congestion.png
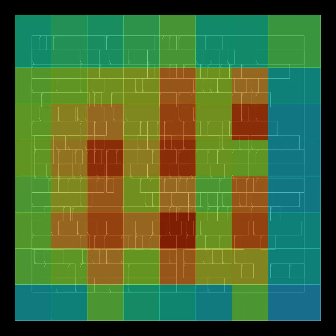
logic_types.png
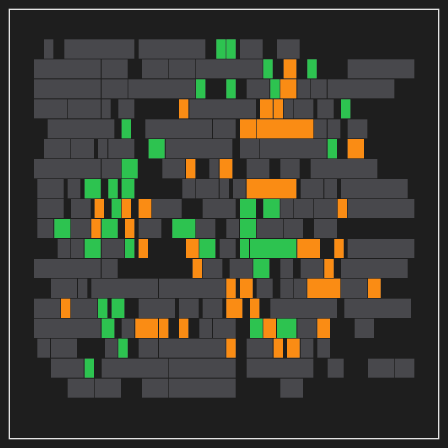
placement_by_type.png
Bar = 20 microns.
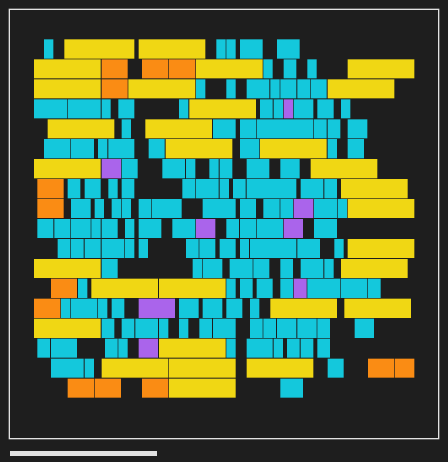
wires.png
Bar = 20 microns. Only two layers are drawn.
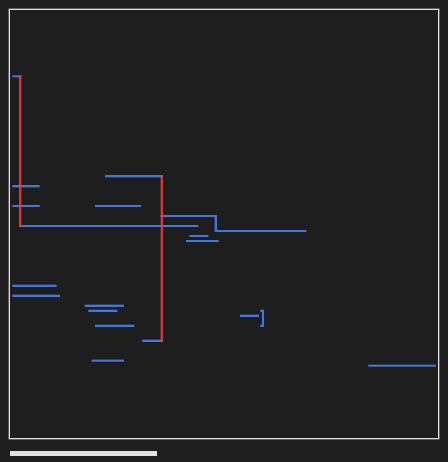
**config.mk**
```make
export PLATFORM = sky130hd
export DESIGN_NAME = scan_sequencer_4b
export DESIGN_NICKNAME = d
export VERILOG_FILES = /design/src/rtl/scan_pkg.sv /design/src/rtl/scan_sequencer_4b_dwell_timer.sv /design/src/rtl/scan_sequencer_4b.sv
export SDC_FILE = /design/constraint.sdc
export NUM_CORES = 1
export LEC_CHECK = 0
export ABC_AREA = 0
export CAP_MARGIN = 25
export CORE_MARGIN = 3
export CORE_UTILIZATION = 62
export DETAILED_ROUTE_END_ITERATION = 8
export PLACE_DENSITY = 0.84
export SKIP_LAST_GASP = 1
export SLEW_MARGIN = 40
export SYNTH_ARGS = -nofsm -noshare
export SYNTH_HDL_FRONTEND = slang
export SYNTH_SLANG_ARGS = --single-unit
```
**constraint.sdc**
```tcl
create_clock -name clk -period 4.3 [get_ports clk]
set_input_delay 0.43 -clock clk [delete_from_list [all_inputs] [get_ports clk]]
set_output_delay 0.43 -clock clk [all_outputs]
set_load 0.02 [all_outputs]
```
**src/rtl/scan_pkg.sv**
```systemverilog
// Shared types, sizes and the skip-mask channel search for the 4-bit scan sequencer.
// The search function is only referenced when SCAN_SKIP_EN is defined.
package scan_pkg;

   localparam int ADDR_W = 4;
   localparam int NUM_CH = 16;

   typedef enum logic [1:0] {
      ST_IDLE  = 2'd0,
      ST_BLANK = 2'd1,
      ST_DRIVE = 2'd2,
      ST_DONE  = 2'd3
   } scan_state_t;

   // Lowest unmasked channel at or above 'from'; MSB of the result flags that one exists.
   function automatic logic [ADDR_W:0] next_channel(input logic [NUM_CH-1:0] mask,
                                                    input logic [ADDR_W:0]   from);
      logic [ADDR_W:0] res;
      res = '0;
      for (int i = NUM_CH - 1; i >= 0; i--) begin
         if (!mask[i] && (i >= int'(from))) begin
            res = {1'b1, ADDR_W'(i)};
         end
      end
      return res;
   endfunction

endpackage

```
**src/rtl/scan_sequencer_4b_dwell_timer.sv**
```systemverilog
// Loadable down-counter shared by the blanking and dwell phases of the scan sequencer.
// Holds at zero once expired; load has priority over counting.
module dwell_timer #(
   parameter int W = 20
) (
   input  logic         clk,
   input  logic         rst_n,
   input  logic         load,
   input  logic [W-1:0] load_val,
   output logic         zero
);

   logic [W-1:0] cnt_q;
   logic [W-1:0] cnt_d;

   always_comb begin
      cnt_d = cnt_q;
      if (load) begin
         cnt_d = load_val;
      end else if (cnt_q != '0) begin
         cnt_d = cnt_q - 1'b1;
      end
   end

   always_ff @(posedge clk or negedge rst_n) begin
      if (!rst_n) begin
         cnt_q <= '0;
      end else begin
         cnt_q <= cnt_d;
      end
   end

   assign zero = (cnt_q == '0);

endmodule

```
**src/rtl/scan_sequencer_4b.sv**
```systemverilog
// Channel scanner driving address and active-low enable of a 4-to-16 decoder.
// Optional feature macro SCAN_SKIP_EN adds a per-channel skip_mask input.
module scan_sequencer_4b
   import scan_pkg::*;
#(
   parameter int DWELL_CYCLES = 1000,
   parameter int BLANK_CYCLES = 4
) (
   input  logic              clk,
   input  logic              rst_n,
   input  logic              start,
   input  logic              stop,
   input  logic              continuous,
`ifdef SCAN_SKIP_EN
   input  logic [NUM_CH-1:0] skip_mask,
`endif
   output logic [ADDR_W-1:0] addr,
   output logic              en_n,
   output logic              busy,
   output logic              step,
   output logic              done
);

   if (DWELL_CYCLES < 1 || DWELL_CYCLES > (1 << 20)) begin : g_bad_dwell
      $error("scan_sequencer_4b: DWELL_CYCLES must be in 1..2^20");
   end
   if (BLANK_CYCLES < 1 || BLANK_CYCLES > 255) begin : g_bad_blank
      $error("scan_sequencer_4b: BLANK_CYCLES must be in 1..255");
   end

   localparam int TIMER_W = 20;
   localparam logic [TIMER_W-1:0] DWELL_LOAD = TIMER_W'(DWELL_CYCLES - 1);
   localparam logic [TIMER_W-1:0] BLANK_LOAD = TIMER_W'(BLANK_CYCLES - 1);
   localparam logic [ADDR_W-1:0]  LAST_CH    = ADDR_W'(NUM_CH - 1);

   scan_state_t       state_q, state_d;
   logic [ADDR_W-1:0] addr_q, addr_d;
   logic              en_n_q, en_n_d;
   logic              busy_q, busy_d;
   logic              step_q, step_d;
   logic              done_q, done_d;

   logic               tmr_load;
   logic [TIMER_W-1:0] tmr_val;
   logic               tmr_zero;

`ifdef SCAN_SKIP_EN
   logic [ADDR_W:0] first_ch;
   logic [ADDR_W:0] after_ch;

   assign first_ch = next_channel(skip_mask, '0);
   assign after_ch = next_channel(skip_mask, {1'b0, addr_q} + 5'd1);
`endif

   dwell_timer #(
      .W (TIMER_W)
   ) u_timer (
      .clk      (clk),
      .rst_n    (rst_n),
      .load     (tmr_load),
      .load_val (tmr_val),
      .zero     (tmr_zero)
   );

   always_ff @(posedge clk or negedge rst_n) begin
      if (!rst_n) begin
         state_q <= ST_IDLE;
         addr_q  <= '0;
         en_n_q  <= 1'b1;
         busy_q  <= 1'b0;
         step_q  <= 1'b0;
         done_q  <= 1'b0;
      end else begin
         state_q <= state_d;
         addr_q  <= addr_d;
         en_n_q  <= en_n_d;
         busy_q  <= busy_d;
         step_q  <= step_d;
         done_q  <= done_d;
      end
   end

   // Address moves only together with a state change into BLANK or IDLE.
   always_comb begin
      state_d  = state_q;
      addr_d   = addr_q;
      tmr_load = 1'b0;
      tmr_val  = BLANK_LOAD;
      unique case (state_q)
         ST_IDLE: begin
            if (start && !stop) begin
`ifdef SCAN_SKIP_EN
               if (first_ch[ADDR_W]) begin
                  state_d  = ST_BLANK;
                  addr_d   = first_ch[ADDR_W-1:0];
                  tmr_load = 1'b1;
               end else begin
                  state_d = ST_DONE;
               end
`else
               state_d  = ST_BLANK;
               addr_d   = '0;
               tmr_load = 1'b1;
`endif
            end
         end
         ST_BLANK: begin
            if (stop) begin
               state_d = ST_IDLE;
               addr_d  = '0;
            end else if (tmr_zero) begin
               state_d  = ST_DRIVE;
               tmr_load = 1'b1;
               tmr_val  = DWELL_LOAD;
            end
         end
         ST_DRIVE: begin
            if (stop) begin
               state_d = ST_IDLE;
               addr_d  = '0;
            end else if (tmr_zero) begin
`ifdef SCAN_SKIP_EN
               if (after_ch[ADDR_W]) begin
                  state_d  = ST_BLANK;
                  addr_d   = after_ch[ADDR_W-1:0];
                  tmr_load = 1'b1;
               end else if (continuous && first_ch[ADDR_W]) begin
                  state_d  = ST_BLANK;
                  addr_d   = first_ch[ADDR_W-1:0];
                  tmr_load = 1'b1;
               end else begin
                  state_d = ST_DONE;
               end
`else
               if (addr_q != LAST_CH) begin
                  state_d  = ST_BLANK;
                  addr_d   = addr_q + 1'b1;
                  tmr_load = 1'b1;
               end else if (continuous) begin
                  state_d  = ST_BLANK;
                  addr_d   = '0;
                  tmr_load = 1'b1;
               end else begin
                  state_d = ST_DONE;
               end
`endif
            end
         end
         ST_DONE: begin
            state_d = ST_IDLE;
            addr_d  = '0;
         end
         default: begin
            state_d = ST_IDLE;
            addr_d  = '0;
         end
      endcase
   end

   // Outputs are decoded from the next state so every port comes straight off a flop.
   always_comb begin
      en_n_d = (state_d != ST_DRIVE);
      busy_d = (state_d == ST_BLANK) || (state_d == ST_DRIVE);
      step_d = (state_d == ST_DRIVE) && (state_q != ST_DRIVE);
      done_d = (state_d == ST_DONE);
   end

   assign addr = addr_q;
   assign en_n = en_n_q;
   assign busy = busy_q;
   assign step = step_q;
   assign done = done_q;

endmodule

```
==> flow_summary.ini <==
; flow metrics
[drt]
wl_per_cell_microns = 14.6
vias_per_cell = 6.07
detail-route-antenna-nets = 0
vias = 1379

[worst_setup_path]
worstSetupStartpointType = register
startpoint = u_timer.cnt_q[17]
r2r_cells = 5
timing.rr.start = u_timer.cnt_q[17]

[layout]
buf_share_pct = 6.68
fill_cells = 182
drive_gt1_share_pct = 11.2
layout.clock_buffers = 7
syn2layout_area_growth_pct = 12.4
final_common_cell = dfrtp_1
final_cell_mix = dfrtp_1, nor2_1, nand2_1
design_area_sq_mm = 0.00191
flop-count = 30

[synth]
syn_area_sq_mm = 0.00170
async_reset_ff_share_pct = 100
yosysMostFrequentCell = dfrtp_1
yosys_cells = 180
ys_sh_xor_pct = 6.19

[sta]
whs_ps = 477
hold_violations = 0
fin_crit_sh_pct = 61.0
timing.final.ws_setup_ps = 1680
slew-limit-headroom_pct = 56.5
clock_skew_ps = 7.44

[power_and_ir_drop]
seq_power_share_pct = 39.9
pwr-share-clk_pct = 15.1

[clock_tree]
cts_buffer_depth = 2
cts_max_level = 2
cts_tree = built
clock-root-buffer = clkbuf_4
insertion_delay_ps = 320

[place]
place_congestion = 0.818

[global_route]
top_usage_layer = met2
grt_pass1_vias = 1281
grt_pass1_wl_mm = 5.66
grt_overflow = 0

[die]
num_tap_cells = 30
core-area_sq_mm = 0.00254
die_y_microns = 58.4
ioPinCount = 13

[outcome]
status = finished clean

[worst_hold_path]
hold_path_class = in -> async
About congestion.png:
grt met1 use: 29.4%
M3 GR Usage: 4.82%

About logic_types.png:
[NAND gates] green | cells: 35
[NOR gates] orange | cells: 38

About placement_by_type.png:
[combinational and other logic] cyan | cells: 146 | share of their area: 50%
[flops] yellow | cells: 30 | share of their area: 40%
[other buffers and delay cells] orange | cells: 13 | share of their area: 6.8%
[clock drivers and dummy loads] purple | cells: 8 | share of their area: 3.2%

About wires.png:
[metal 4] red | wire length: 42.8 microns
[metal 3] blue | wire length: 120 microns

## worst max-delay path, cell delays in order, from the launching register on
cell and delay (ps):
dfrtp_1 430, nor3_1 530, nand4_1 290, o41a_1 480
a21oi_2 550, o21ba_2 240
## how the worst max path moves through the flow
stage,endpoint,slack [ps]
floorplan,addr[3],2000
global placement,u_timer.cnt_q[11],1610
detailed placement,u_timer.cnt_q[11],1730
CTS,u_timer.cnt_q[11],1710
global route,u_timer.cnt_q[11],1540
finish,u_timer.cnt_q[11],1680
## power by group through the flow
stage          registers (mW)  clock network, mW  logic (mW)
2_1_floorplan           0.445                  0       0.416
4_1_cts                 0.462              0.176       0.524
3_3_place_gp            0.459                  0       0.501
6_report                0.464              0.176       0.523
3_5_place_dp            0.468                  0       0.520
5_1_grt                 0.477              0.189       0.586
Power is estimated from default activity; no workload was simulated.
